Design uart_tx_fifo_flat, sky130hd; sources not shown.
**Run 1: the metal 1 layer**

Supply wires on this layer in grey.
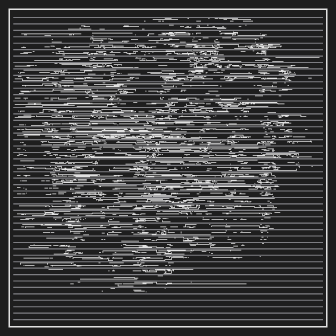
wire length on this layer: 6,650 µm
main direction: horizontal
share of all routed wire: 44%
longest straight run: 47.8 µm
vias: 4,712
DRT Wirelength: 15,200 µm

**Run 1: M2 wires**

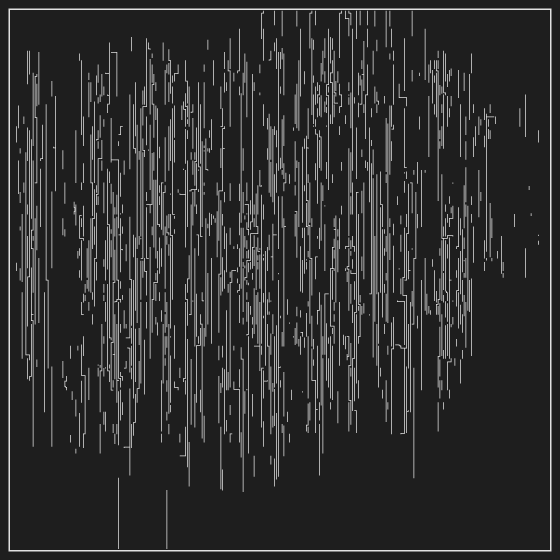
main direction: vertical
share of all routed wire: 49%
wire length on this layer: 7,500 µm
nets with wire on the layer: 546
met2 GRT Util: 30.1%

**Run 1: the metal 3 layer**

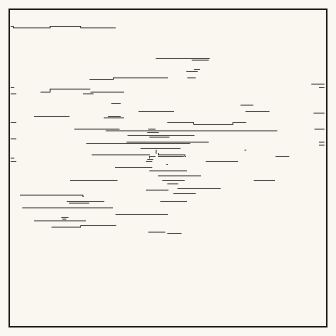
longest straight run: 72.2 µm
wire length on this layer: 907 µm
share of all routed wire: 6.0%
M3 GR Usage: 4.72%

==> impl_metrics.tcl, run 1 <==
# yosys + openroad results
set metrics [dict create \
    grt_pass1_vias 4560 \
    post_cts_buffers 0 \
    nFillCells 1544 \
    ys.flops 157 \
    ys_types 27 \
    worst_slack_ns 1.06 \
    status "complete, no violations" \
    gp_congestion 0.861 \
    cts_sinks 157 \
    nets 762 \
    yosysWarnings 0 \
    p_total_mw 5.23 \
    highest_layer "met4" \
    pre_cts_ws_ns 0.979 \
    synth.cell_area_mm2 0.00694 \
    finalSetupViolCount 0 \
    fp-utilization_pct 41.4 \
    synthTopCellsByCount "206 x nand2_1, 128 x edfxtp_1, 97 x nand3_1" \
    whs_ns 0.333 \
    ant_nets 0 \
    p_comb_share_pct 28.1 \
    synthToLayoutAreaGrowth_pct 14.9 \
    largest_class "flip-flops and latches" \
    fin_cells 973 \
    clock_path_buffers 2 \
    clock_latency_ns 0.42 \
]
[run 1: power by group through the flow]
| stage | logic (mW) | clock network (mW) | registers, mW |
|---|---|---|---|
| after floorplan | 1.05 | 0 | 2.08 |
| after global placement | 1.45 | 0 | 2.09 |
| after detailed placement | 1.45 | 0 | 2.09 |
| after CTS | 1.46 | 1.73 | 2.05 |
| after global routing | 1.67 | 1.80 | 2.06 |
| final | 1.47 | 1.71 | 2.05 |
[run 1: through the flow]
step	util, %	instance area (µm²)
3_5_place_dp	43.9	7350
3_3_place_gp	43.9	7350
6_report	47.6	7970
4_1_cts	47.5	7950
5_1_grt	47.6	7970
2_1_floorplan	-	6940
==> inputs of run 2 (changes only) <==
Clock period 3.81 ns to 2.7 ns, I/O delays scaled along.
**Run 2: the metal 4 layer**

The bar under the picture is 50 µm long. Supply wires on this layer in grey. Cells faint in the background.
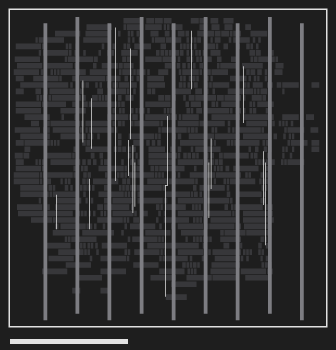
wire length on this layer: 474 µm
main direction: vertical
nets with wire on the layer: 15
DRT Wirelength: 15,300 µm
vias: 4,880

**Run 2: clock wiring as the flow saved it**

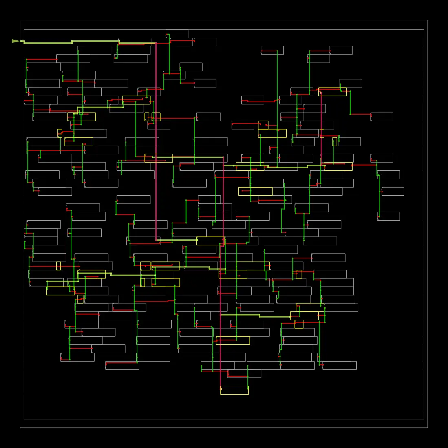
CLK BUF: 19
clock network power: 2.36 mW
flop count: 157

==> run 2 against run 1 <==
  * Sequential share of layout area shrank 1.2 points
  * Via count increased by 3.6%
  * Combinational power grew about 50%
  * Clock power increased by 38%
  * Sequential power grew about 40%
  * Global-route usage is 0.30 points higher
  * Largest power group unchanged
==> impl_metrics.tcl, run 2 <==
# yosys + openroad results
set metrics [dict create \
    stdcell_area_mm2 0.00815 \
    highest_layer "met4" \
    clock_path_buffers 2 \
    clock_latency_ns 0.42 \
    met3_usage_pct 3.92 \
    ys_cells 717 \
    placed_cell_area_mm2 0.00756 \
    power_leader "registers" \
    synthFlopType "edfxtp_1" \
    yosysWarnings 0 \
    drv_slew 0 \
    p_comb_share_pct 29.6 \
    finalSetupViolCount 0 \
    warnings 31 \
    ys_seq_share_pct 63.7 \
    fin_crit_sh_pct 91.0 \
    gp_congestion 0.845 \
    ys_types 27 \
    yosysTopAreaCellShare_pct 55.4 \
    ant_nets 0 \
    grt_pass1_vias 4868 \
    synth.cell_area_mm2 0.00694 \
    synth.avg_cell_area_um2 9.68 \
    drtIter0Drc 351 \
    worstHoldPathCells 2 \
    aoi_share_pct 2.60 \
    pwr.group.sequential_mw 2.86 \
    top_logic_kind "simple AND/OR/NAND/NOR gates" \
    ys.flops 157 \
    status "complete, no violations" \
    die_w_um 134 \
    dp_cells 966 \
    grt_max_degree 67 \
    use_met2_pct 30.5 \
    first_pass_iters 5 \
    synthTopCellsByCount "206 x nand2_1, 128 x edfxtp_1, 97 x nand3_1" \
    crit_cells 5 \
    nFillCells 1530 \
    synthToLayoutAreaGrowth_pct 17.4 \
    netSwitchingPower_mw 2.44 \
    synthTopCellsByArea "edfxtp_1 55%, nand2_1 11%, dfxtp_1 8.4%, nand3_1 7.0%, inv_1 5.1%" \
    fin_cells 999 \
    p_total_mw 7.42 \
    fp-utilization_pct 41.4 \
    async_flop_share_pct 0 \
    simple_gate_share_pct 22.5 \
    wl_met2_um 7440 \
    comb-power_mw 2.20 \
    cts_sinks 157 \
    end_kind "output port" \
]
-- run 2: cell counts after synthesis --
No cell type changed its count.
-- run 2: per-stage QoR --
step	hold slack, ns	setup slack (ns)	utilization [%]
3_3_place_gp	0.314	0.201	45.1
4_1_cts	0.333	0.183	48.6
3_5_place_dp	0.318	0.195	45.1
2_1_floorplan	0.301	0.361	-
5_1_grt	0.357	0.160	48.6
6_report	0.322	0.242	48.6
-- run 2: area by class of cell --
type | count | share of cell area (%)
Clock buffer | 19 | 5.31
Clock inverter | 13 | 1.81
Inverter | 105 | 4.83
Multi-Input combinational cell | 424 | 23.7
Sequential cell | 157 | 54.3
Tap cell | 220 | 3.38
Timing Repair Buffer | 61 | 6.72
-- run 2: timing repair --
item,4_1_cts,5_1_grt
resized,0,2
hold buffers,0,0
endpoints found under the setup margin,0,1
buffers inserted,0,1
No activity file was given, so power comes from the tool's default toggle rates.
